**Run 1: sequential cells grouped by signal name**

Other sequential cells in the stronger gray, the rest of the logic in the fainter gray.
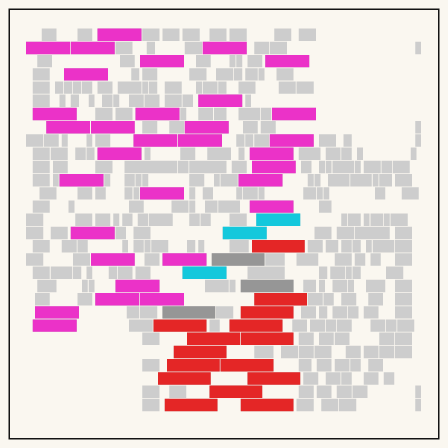
**Run 1: pin placement**

Pins as bars across the die edge, other pins in gray.
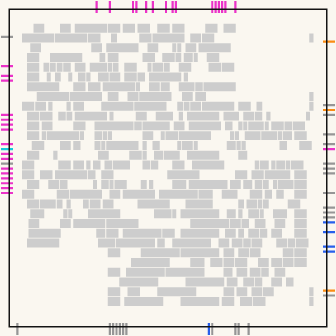
**Run 1: clock nets**

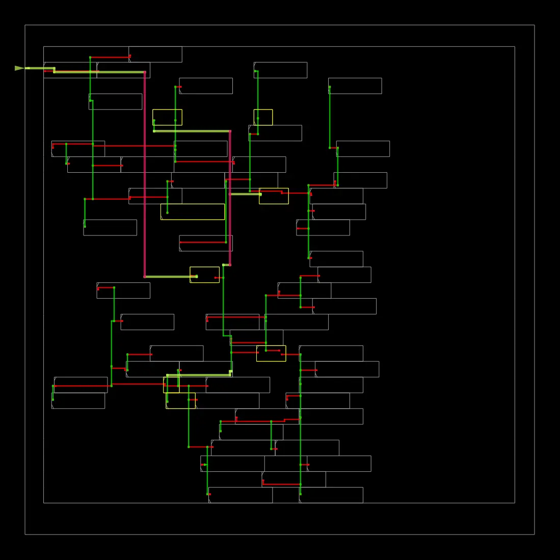
**Run 1: wiring by layer**

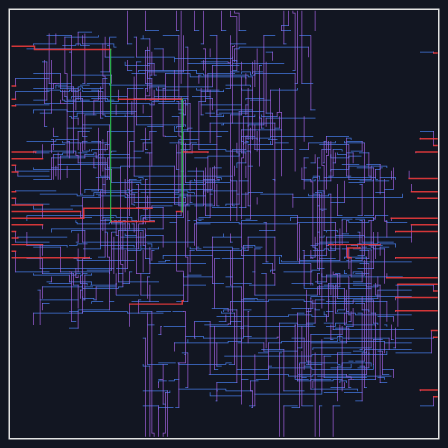
==> src/rtl/load_use_scoreboard.sv <==
// Decode-stage hazard scoreboard: tracks in-flight writers, computes the bubble count and stalls decode.
// Optional operand forwarding is enabled by defining SCOREBOARD_FORWARD_EN.
module load_use_scoreboard #(
  parameter int DEPTH        = 3,
  parameter int LOAD_AVAIL   = 4,
  parameter int ALU_AVAIL    = 2,
  parameter int FLUSH_STAGES = 1,
  parameter int CNT_W        = 32
) (
  input  logic                       clk,
  input  logic                       rst,
  input  logic                       dec_valid,
  input  logic [4:0]                 dec_rs1,
  input  logic [4:0]                 dec_rs2,
  input  logic                       dec_rs1_used,
  input  logic                       dec_rs2_used,
  input  logic [4:0]                 dec_rd,
  input  logic                       dec_reg_we,
  input  logic                       dec_mem_rr,
  input  logic                       hold,
  input  logic                       flush,
  output logic                       dec_ready,
  output logic [$clog2(DEPTH+2)-1:0] bubble,
  output logic [$clog2(DEPTH+2)-1:0] fwd_sel_rs1,
  output logic [$clog2(DEPTH+2)-1:0] fwd_sel_rs2,
  output logic [CNT_W-1:0]           stall_cnt
);
  localparam int BW = $clog2(DEPTH+2);
`ifdef SCOREBOARD_FORWARD_EN
  localparam bit FWD_EN = 1'b1;
`else
  localparam bit FWD_EN = 1'b0;
`endif
  // Without forwarding every result is only visible once it has left the last tracked stage.
  localparam int LD_AV = FWD_EN ? LOAD_AVAIL : DEPTH + 2;
  localparam int AL_AV = FWD_EN ? ALU_AVAIL  : DEPTH + 2;

  // Index j of each array holds pipeline stage j+2.
  logic [DEPTH-1:0] r_v;
  logic [DEPTH-1:0] r_we;
  logic [DEPTH-1:0] r_ld;
  logic [4:0]       r_rd [DEPTH];
  logic [CNT_W-1:0] r_cnt;

  logic             w_hit1, w_hit2, w_ld1, w_ld2;
  logic [BW-1:0]    w_k1, w_k2, w_need1, w_need2, w_need_max;
  logic [DEPTH-1:0] w_v_nxt;
  logic             w_stall;

  function automatic logic [BW-1:0] need_f(input logic hit, input logic ld,
                                           input logic [BW-1:0] k);
    int avail;
    avail = ld ? LD_AV : AL_AV;
    if (!hit || avail <= int'(k)) need_f = '0;
    else                          need_f = BW'(avail - int'(k));
  endfunction

  function automatic logic [CNT_W-1:0] sat_inc(input logic [CNT_W-1:0] c);
    sat_inc = (&c) ? c : c + CNT_W'(1);
  endfunction

  // Youngest producer search: scanning oldest to youngest lets the lowest stage overwrite.
  always_comb begin
    w_hit1 = 1'b0;
    w_ld1  = 1'b0;
    w_k1   = '0;
    w_hit2 = 1'b0;
    w_ld2  = 1'b0;
    w_k2   = '0;
    for (int j = DEPTH - 1; j >= 0; j--) begin
      if (r_v[j] && r_we[j] && (r_rd[j] != 5'd0)) begin
        if (dec_rs1_used && (r_rd[j] == dec_rs1)) begin
          w_hit1 = 1'b1;
          w_ld1  = r_ld[j];
          w_k1   = BW'(j + 2);
        end
        if (dec_rs2_used && (r_rd[j] == dec_rs2)) begin
          w_hit2 = 1'b1;
          w_ld2  = r_ld[j];
          w_k2   = BW'(j + 2);
        end
      end
    end
  end

  assign w_need1    = need_f(w_hit1, w_ld1, w_k1);
  assign w_need2    = need_f(w_hit2, w_ld2, w_k2);
  assign w_need_max = (w_need1 > w_need2) ? w_need1 : w_need2;
  assign bubble     = dec_valid ? w_need_max : '0;
  assign dec_ready  = dec_valid && (bubble == '0) && !hold && !flush;
  assign w_stall    = dec_valid && !dec_ready && !flush;
  assign stall_cnt  = r_cnt;

`ifdef SCOREBOARD_FORWARD_EN
  assign fwd_sel_rs1 = (dec_valid && (bubble == '0) && w_hit1) ? w_k1 : '0;
  assign fwd_sel_rs2 = (dec_valid && (bubble == '0) && w_hit2) ? w_k2 : '0;
`else
  assign fwd_sel_rs1 = '0;
  assign fwd_sel_rs2 = '0;
`endif

  // Valid bits: shift unless held, then a flush kills the youngest FLUSH_STAGES stages.
  always_comb begin
    w_v_nxt = r_v;
    if (!hold) begin
      w_v_nxt[0] = dec_ready;
      for (int j = 1; j < DEPTH; j++) w_v_nxt[j] = r_v[j-1];
    end
    if (flush) begin
      for (int j = 0; j < FLUSH_STAGES; j++) w_v_nxt[j] = 1'b0;
    end
  end

  always_ff @(posedge clk or posedge rst) begin
    if (rst) begin
      r_v   <= '0;
      r_cnt <= '0;
    end else begin
      r_v <= w_v_nxt;
      if (w_stall) r_cnt <= sat_inc(r_cnt);
    end
  end

  // Entry payload only matters while its valid bit is set, so it carries no reset.
  always_ff @(posedge clk) begin
    if (!hold) begin
      r_we[0] <= dec_reg_we;
      r_ld[0] <= dec_mem_rr;
      r_rd[0] <= dec_rd;
      for (int j = 1; j < DEPTH; j++) begin
        r_we[j] <= r_we[j-1];
        r_ld[j] <= r_ld[j-1];
        r_rd[j] <= r_rd[j-1];
      end
    end
  end
endmodule

==> config.mk <==
export PLATFORM = sky130hd
export DESIGN_NAME = load_use_scoreboard
export DESIGN_NICKNAME = d
export VERILOG_FILES = /design/src/rtl/load_use_scoreboard.sv
export SDC_FILE = /design/constraint.sdc
export NUM_CORES = 1
export LEC_CHECK = 0
export CORE_MARGIN = 3
export CORE_UTILIZATION = 45
export CTS_CLUSTER_DIAMETER = 150
export DETAILED_ROUTE_END_ITERATION = 8
export GPL_ROUTABILITY_DRIVEN = 1
export PLACE_DENSITY = 0.72
export SYNTH_ARGS = -nofsm -noshare
export SYNTH_HDL_FRONTEND = slang
export SYNTH_SLANG_ARGS = --single-unit
==> constraint.sdc <==
create_clock -name clk -period 8.1 [get_ports clk]
set_input_delay 0.81 -clock clk [delete_from_list [all_inputs] [get_ports clk]]
set_output_delay 0.81 -clock clk [all_outputs]
set_load 0.02 [all_outputs]
==> flow_summary.json, run 1 <==
{
  "status": "completed",
  "die-area_um2": 7752,
  "place_area_um2": 3652,
  "clock_insertion_delay_worst_skew_ps": 310,
  "final_tally_of_hold_violations": 0,
  "maxClockFrequency_mhz": 153.6,
  "yosys_register_bits": 53,
  "rsz_0062_raised_after_global_routing": "false",
  "core_um2": 6422,
  "worst-path-max-fanout": 5,
  "postSynthAreaPerCell_um2": 11.06,
  "measured_slew_at_the_worst_slew_check_pin_ps": 671.4,
  "ys_sh_xor": 0.1764,
  "grt_pass1_vias": 2216,
  "synthesis.instances": 274,
  "relative_max_transition_margin": 0.5490,
  "timing.final.ws_setup_ps": 1589,
  "dp.final_hpwl_um": 4688,
  "power_top_consumer": "registers",
  "clock-root-buffer": "sky130_fd_sc_hd__clkbuf_8",
  "internal_power_mw": 0.4764,
  "edff_count_synth": 18,
  "endpoint": "dec_ready",
  "power_frac_comb": 0.227
}
About 'sequential cells grouped by signal name':
[red] r_rd | placed flops: 15 | where: bottom middle
[cyan] r_v | placed flops: 3
[magenta] stall_cnt | placed flops: 32
not colored: 3
Seq. pwr: 0.346 mW
final core area utilization: 0.5866
flop share of the area: 0.3760
total area of sequential cells: 1416 um^2

About 'pin placement':
[magenta] stall_cnt | pins: 32 | direction: output | edge: 16 left, 15 top, 1 right
[cyan] dec_ready | pins: 1 | direction: output | edge: left
[orange] fwd_sel_rs1 | pins: 3 | direction: output | edge: right
[blue] dec_rs1 | pins: 5 | direction: input | edge: 4 right, 1 bottom
all pins by edge: 20 right, 19 left, 15 top, 12 bottom

About 'clock nets':
number of CTS-inserted buffers: 5
flop count: 53
P_clk: 0.180 mW
Fin Clk Skew: 6.715 ps
clk sink count: 53

About 'wiring by layer':
[blue] metal 1 | wire length: 3010 um
[purple] metal 2 | wire length: 2950 um
[green] metal 4 | wire length: 58.5 um
[red] metal 3 | wire length: 273 um

==> run 1: worst min path at each step <==
stage                             end  slack, ps  cells after the start               from
global route        r_we[1]$_DFFE_PN_        470                      0  r_we[0]$_DFFE_PN_
finish              r_we[1]$_DFFE_PN_        460                      0  r_we[0]$_DFFE_PN_
global placement    r_we[1]$_DFFE_PN_        440                      0  r_we[0]$_DFFE_PN_
CTS                 r_we[1]$_DFFE_PN_        470                      0  r_we[0]$_DFFE_PN_
floorplan           r_we[1]$_DFFE_PN_        430                      0  r_we[0]$_DFFE_PN_
detailed placement  r_we[1]$_DFFE_PN_        450                      0  r_we[0]$_DFFE_PN_
==> run 1: synthesized netlist by cell type (5+ instances only) <==
cell type	number	share of area
sky130_fd_sc_hd__nand2_1	20	0.025
sky130_fd_sc_hd__nor2_1	18	0.022
sky130_fd_sc_hd__xor2_1	34	0.098
sky130_fd_sc_hd__nor3_1	7	0.012
sky130_fd_sc_hd__edfxtp_1	18	0.18
sky130_fd_sc_hd__ha_1	6	0.025
sky130_fd_sc_hd__inv_1	11	0.014
sky130_fd_sc_hd__dfrtp_1	35	0.29
sky130_fd_sc_hd__nor4_1	6	0.012
sky130_fd_sc_hd__buf_4	6	0.015
sky130_fd_sc_hd__nand4_1	11	0.023
sky130_fd_sc_hd__and2_1	5	0.010
sky130_fd_sc_hd__xnor2_1	27	0.078
sky130_fd_sc_hd__nand3_1	12	0.020
sky130_fd_sc_hd__nor3_2	13	0.043
==> run 1: critical path, stage by stage <==
cell and delay (ps):
sky130_fd_sc_hd__clkdlybuf4s50_1 480, sky130_fd_sc_hd__xor2_1 180, sky130_fd_sc_hd__nor4_1 340, sky130_fd_sc_hd__and4_4 310, sky130_fd_sc_hd__nor2_1 60, sky130_fd_sc_hd__and2_1 160
sky130_fd_sc_hd__ha_1 250, sky130_fd_sc_hd__nor4_1 510, sky130_fd_sc_hd__nor2_1 90, sky130_fd_sc_hd__ha_1 310, sky130_fd_sc_hd__nor2b_1 130, sky130_fd_sc_hd__o21ai_0 90
sky130_fd_sc_hd__a32oi_1 420, sky130_fd_sc_hd__o311a_1 300, sky130_fd_sc_hd__a22oi_2 120, sky130_fd_sc_hd__or3_1 450, sky130_fd_sc_hd__inv_1 90, sky130_fd_sc_hd__clkdlybuf4s50_1 600
==> run 1: cell type report <==
class	instances	area, um^2	area share
inverters	11	41.29	0.01096
well taps	77	96.34	0.02557
repair buffers	60	595.6	0.1581
clock inverters	3	46.29	0.01229
flip-flops and latches	53	1416	0.3760
clock buffers	5	68.82	0.01827
multi-input cells	204	1503	0.3989
==> run 1: registers in the layout, indices dropped and copies added, names as in the netlist <==
signal / cells
r_rd: 15
r_v: 3
r_we: 3
stall_cnt: 32
==> run 1: through the flow <==
stage,hold WS (ps),util
finish,463.9,0.5866
global route,472.3,0.5866
CTS,466.0,0.5866
detailed placement,447.5,0.5687
global placement,443.4,0.5687
floorplan,427.1,-
==> run 1: metal layers <==
layer  track usage  vias up  share of wire
met5             0        -              0
met4       0.04945        0         0.0092
met3       0.03293        5          0.043
met2        0.2760       48           0.47
met1        0.2567     1063           0.48
li1              -     1081              -
==> run 2, diff against run 1 <==
--- a/config.mk
+++ b/config.mk
@@ -10,7 +10,7 @@
 export CTS_CLUSTER_DIAMETER = 150
 export DETAILED_ROUTE_END_ITERATION = 8
 export GPL_ROUTABILITY_DRIVEN = 1
-export PLACE_DENSITY = 0.72
+export PLACE_DENSITY = 0.75
 export SYNTH_ARGS = -nofsm -noshare
 export SYNTH_HDL_FRONTEND = slang
 export SYNTH_SLANG_ARGS = --single-unit
==> constraint.sdc (replaced) <==
create_clock -name clk -period 5.78 [get_ports clk]
set_input_delay 0.578 -clock clk [delete_from_list [all_inputs] [get_ports clk]]
set_output_delay 0.578 -clock clk [all_outputs]
set_load 0.02 [all_outputs]
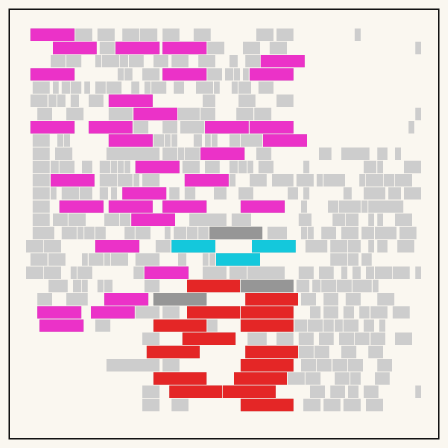
**Above:** run 2 (sequential cells grouped by signal name).
Other sequential cells in the stronger gray, the rest of the logic in the fainter gray.
[cyan] r_v | placed flops: 3
[magenta] stall_cnt | placed flops: 32
[red] r_rd | placed flops: 15 | where: bottom middle
not colored: 3

==> flow_summary.json, run 2 <==
{
  "status": "completed",
  "relative_max_transition_margin": 0.5087,
  "worst_clock_skew_ps": 10.51,
  "internal_power_mw": 0.7113,
  "top_cells_by_count": "35 x sky130_fd_sc_hd__dfrtp_1, 34 x sky130_fd_sc_hd__xor2_1, 27 x sky130_fd_sc_hd__xnor2_1, 20 x sky130_fd_sc_hd__nand2_1",
  "yosys_register_bits": 53,
  "clock-root-buffer": "sky130_fd_sc_hd__clkbuf_8",
  "die-area_um2": 7752,
  "place_area_um2": 3682,
  "synth.area.top_cells": "sky130_fd_sc_hd__dfrtp_1 29%, sky130_fd_sc_hd__edfxtp_1 18%, sky130_fd_sc_hd__xor2_1 9.8%, sky130_fd_sc_hd__xnor2_1 7.8%, sky130_fd_sc_hd__nor3_2 4.3%",
  "synth.largest_area_cell": "sky130_fd_sc_hd__dfrtp_1",
  "path_cells": "clkdlybuf4s50_1, xor2_1, nor4_1, and4_4, nor2_1, and2_1, ha_1, nor4_1, buf_4, nor2_1, ha_1, nor2b_1, o21ai_0, a32oi_2, o311a_1, a22oi_2, or3_1, inv_1, dlymetal6s2s_1",
  "postSynthAreaPerCell_um2": 11.06,
  "final_tally_of_hold_violations": 0,
  "fin_util": 0.5958,
  "cts_made_buffers": 5,
  "timing.final.ws_setup_ps": 388.1,
  "measured_slew_at_the_worst_slew_check_pin_ps": 731.4,
  "final-seq-area_um2": 1416,
  "maxClockFrequency_mhz": 185.5
}
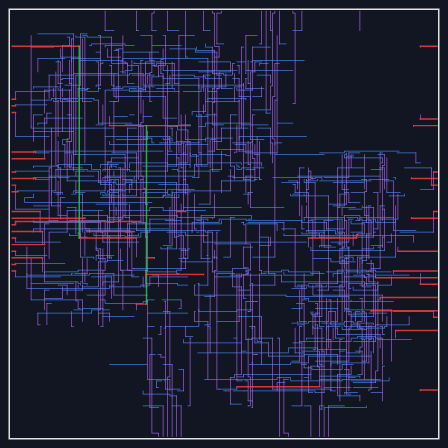
**Above:** run 2 (wiring by layer).
wire length reported by the detailed router: 6520 um
gr usage total: 0.1814
total via count after detailed routing: 2201

run 2: power by group through the flow:
stage | Combinational, mW | Clock (mW) | Sequential, mW
5_1_grt | 0.236 | 0.313 | 0.491
2_1_floorplan | 0.0873 | 0 | 0.516
6_report | 0.219 | 0.290 | 0.484
4_1_cts | 0.221 | 0.298 | 0.485
3_5_place_dp | 0.220 | 0 | 0.490
3_3_place_gp | 0.217 | 0 | 0.491
run 2: critical path: cells and delay by family:
family	cells	cell delay (ps)
simple gates	8	1800
buf+inv	4	970
compound gates	4	720
xor+xnor	1	170
fa+ha+maj	2	550
run 2: cell families (layout without fill, tap and decap cells):
| kind of cell | after synthesis | after routing | synth area share |
|---|---|---|---|
| AOI/OAI and AO/OA | 16 | 16 | 0.04874 |
| xor gates and xnor gates | 61 | 61 | 0.1764 |
| adders and majority gates | 6 | 6 | 0.02478 |
| buffers and inverters | 22 | 83 | 0.04543 |
| DFF | 53 | 53 | 0.4676 |
| muxes | 4 | 4 | 0.01446 |
| other | 1 | 6 | 0.001238 |
| and+or+nand+nor | 111 | 111 | 0.2214 |
run 2: path summary, 6_finish.rpt:
path                            depth (start not counted)                        end
worst max register to register                         19  stall_cnt[15]$_DFFE_PP0P_
worst min-delay path                                    0          r_we[1]$_DFFE_PN_
min in group asynchronous                               3  stall_cnt[28]$_DFFE_PP0P_
worst max-delay path                                   19                  dec_ready
max in group asynchronous                               3  stall_cnt[24]$_DFFE_PP0P_
worst min register to register                          0          r_we[1]$_DFFE_PN_
run 2: per-stage QoR:
step | cells | hold slack, ps
floorplan | 279 | 427.1
global route | 417 | 494.8
detailed placement | 409 | 457.7
global placement | 409 | 439.9
CTS | 417 | 483.8
finish | 417 | 477.5
run 2: routing by layer:
metal	global-route usage	up-vias	share of wire
li1	-	1085	-
met1	0.2534	1059	0.46
met2	0.2904	51	0.48
met3	0.03387	6	0.043
met4	0.05082	0	0.012
met5	0	-	0
run 2: cell type report:
type                       count  share of cell area
multi-input combinational    204              0.3947
sequential                    53              0.3702
timing repair buffer          64              0.1642
tap                           77             0.02518
clock buffer                   5             0.01799
clock inverter                 3             0.01700
inverter                      11             0.01079
==> run 3, diff against run 2 <==
--- a/config.mk
+++ b/config.mk
@@ -7,6 +7,7 @@
 export LEC_CHECK = 0
 export CORE_MARGIN = 3
 export CORE_UTILIZATION = 45
+export CTS_BUF_LIST = sky130_fd_sc_hd__clkbuf_4 sky130_fd_sc_hd__clkbuf_8
 export CTS_CLUSTER_DIAMETER = 150
 export DETAILED_ROUTE_END_ITERATION = 8
 export GPL_ROUTABILITY_DRIVEN = 1
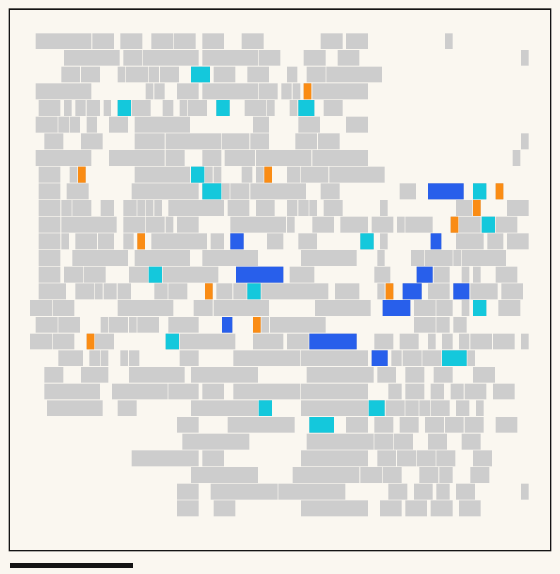
**Above:** run 3 (gate-type map).
Bar = 20 um.
[orange] inv cells | cells: 11 | most used: inv_1
[blue] aoi and oai cells | cells: 11
[cyan] and/or cells | cells: 17 | most used: and2_1
multi-input logic portion of the cell area: 0.3947
final cell count without fillers: 417

==> flow_summary.json, run 3 <==
{
  "synthesis.instances": 274,
  "clock_insertion_delay_worst_skew_ps": 300,
  "final_tally_of_hold_violations": 0,
  "rsz_0062_raised_after_global_routing": "false",
  "cts_made_buffers": 5,
  "top_cells_by_count": "35 x sky130_fd_sc_hd__dfrtp_1, 34 x sky130_fd_sc_hd__xor2_1, 27 x sky130_fd_sc_hd__xnor2_1, 20 x sky130_fd_sc_hd__nand2_1",
  "final_number_of_max_transition_violations": 0,
  "critical-path-max-stage-delay_ps": 470,
  "synth.area.top_cells": "sky130_fd_sc_hd__dfrtp_1 29%, sky130_fd_sc_hd__edfxtp_1 18%, sky130_fd_sc_hd__xor2_1 9.8%, sky130_fd_sc_hd__xnor2_1 7.8%, sky130_fd_sc_hd__nor3_2 4.3%",
  "yosysWarningCount": 0,
  "critPathSlowestCell": "sky130_fd_sc_hd__clkdlybuf4s50_1",
  "status": "completed",
  "die-area_um2": 7752,
  "yosys_register_bits": 53,
  "timing.final.ws_setup_ps": 388.1,
  "largest_reg_flops": 32,
  "grtUsageTotal": 0.1814,
  "path_cells": "clkdlybuf4s50_1, xor2_1, nor4_1, and4_4, nor2_1, and2_1, ha_1, nor4_1, buf_4, nor2_1, ha_1, nor2b_1, o21ai_0, a32oi_2, o311a_1, a22oi_2, or3_1, inv_1, dlymetal6s2s_1",
  "yosys.area.top_type_share": 0.2891,
  "dp.final_hpwl_um": 4845,
  "measured_slew_at_the_worst_slew_check_pin_ps": 731.4,
  "layout_worst_path_cycle_share": 0.9329,
  "postCtsSetupRepairBufs": 0,
  "worst_clock_skew_ps": 10.51,
  "vias": 2201,
  "postSynthAreaPerCell_um2": 11.06,
  "kind_of_start_point_of_the_critical_path": "primary input",
  "post-place-ws_ps": 87.83,
  "cp.buffers_inverters": 4,
  "grt_pass1_vias": 2325,
  "ir_worst_vdd_v": 0.0002738,
  "kind_of_cell_with_the_highest_combined_delay_on_the_critical_path": "simple AND/OR/NAND/NOR gates",
  "synth.yosys.chip_area_um2": 3029,
  "edff_count_synth": 18,
  "clock-root-buffer": "sky130_fd_sc_hd__clkbuf_8",
  "clk_sink_count": 53,
  "worst-path-max-fanout": 5,
  "synth.largest_area_cell": "sky130_fd_sc_hd__dfrtp_1",
  "number_of_remaining_drc_errors": 0,
  "maxClockFrequency_mhz": 185.5
}
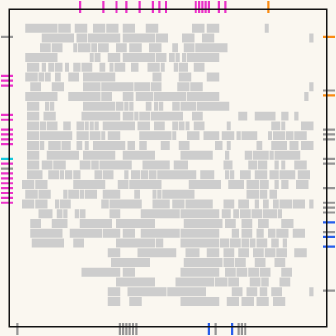
**Above:** run 3 (pin placement).
Pins as bars across the die edge, other pins in gray.
quantity of I/O buffers inserted on ports: 58
height of the die: 88.05 um
width of the die: 88.05 um

==> run 3: kinds of logic (layout without fill, tap and decap cells) <==
family                     after synthesis  in the layout  share of synthesized area
AOI/OAI and AO/OA                       16             16                    0.04874
xor gates and xnor gates                61             61                     0.1764
adders and majority gates                6              6                    0.02478
buffers and inverters                   22             83                    0.04543
DFF                                     53             53                     0.4676
muxes                                    4              4                    0.01446
other                                    1              6                   0.001238
and+or+nand+nor                        111            111                     0.2214
==> run 3: per-layer routing <==
layer	track usage	routed length [um]	vias up
li1	-	-	1085
met1	0.2534	3021	1059
met2	0.2904	3139	51
met3	0.03387	283	6
met4	0.05082	76	0
met5	0	0	-
==> run 3: path summary, 6_finish.rpt <==
path | from | endpoint | slack [ps] | cells after the start
worst min-delay path | r_we[0]$_DFFE_PN_ | r_we[1]$_DFFE_PN_ | 480 | 0
worst max-delay path | dec_rs2[4] | dec_ready | 390 | 19
max in group asynchronous | rst | stall_cnt[24]$_DFFE_PP0P_ | 4760 | 3
worst min register to register | r_we[0]$_DFFE_PN_ | r_we[1]$_DFFE_PN_ | 480 | 0
min in group asynchronous | rst | stall_cnt[28]$_DFFE_PP0P_ | 690 | 3
worst max register to register | r_rd[0][4]$_DFFE_PN_ | stall_cnt[15]$_DFFE_PP0P_ | 1040 | 19
==> run 3: through the flow <==
| stage | utilization | hold slack [ps] | instances | total power, mW | cell area [um^2] |
|---|---|---|---|---|---|
| global route | 0.5958 | 494.8 | 417 | 1.041 | 3826 |
| global placement | 0.5733 | 439.9 | 409 | 0.7073 | 3682 |
| detailed placement | 0.5733 | 457.7 | 409 | 0.7096 | 3682 |
| finish | 0.5958 | 477.5 | 417 | 0.9930 | 3826 |
| CTS | 0.5942 | 483.8 | 417 | 1.003 | 3816 |
| floorplan | - | 427.1 | 279 | 0.6034 | 3048 |
==> run 3: final cells by class <==
class	count	area, um^2
fillers	538	2596
multi-input cells	204	1510
flip-flops and latches	53	1416
repair buffers	64	628.1
well taps	77	96.34
clock buffers	5	68.82
clock inverters	3	65.06
inverters	11	41.29
==> run 3: repair_timing <==
| item | in CTS | in global routing |
|---|---|---|
| hold buffers | 0 | 0 |
| endpoints found under the hold margin | 0 | 0 |
| endpoints found under the setup margin | 0 | 1 |
| resized | 0 | 2 |
==> run 3: power breakdown <==
| part | internal, mW | switching, mW |
|---|---|---|
| clock network | 0.172 | 0.118 |
| registers | 0.431 | 0.0522 |
| logic | 0.108 | 0.111 |
No activity file was given, so power comes from the tool's default toggle rates.
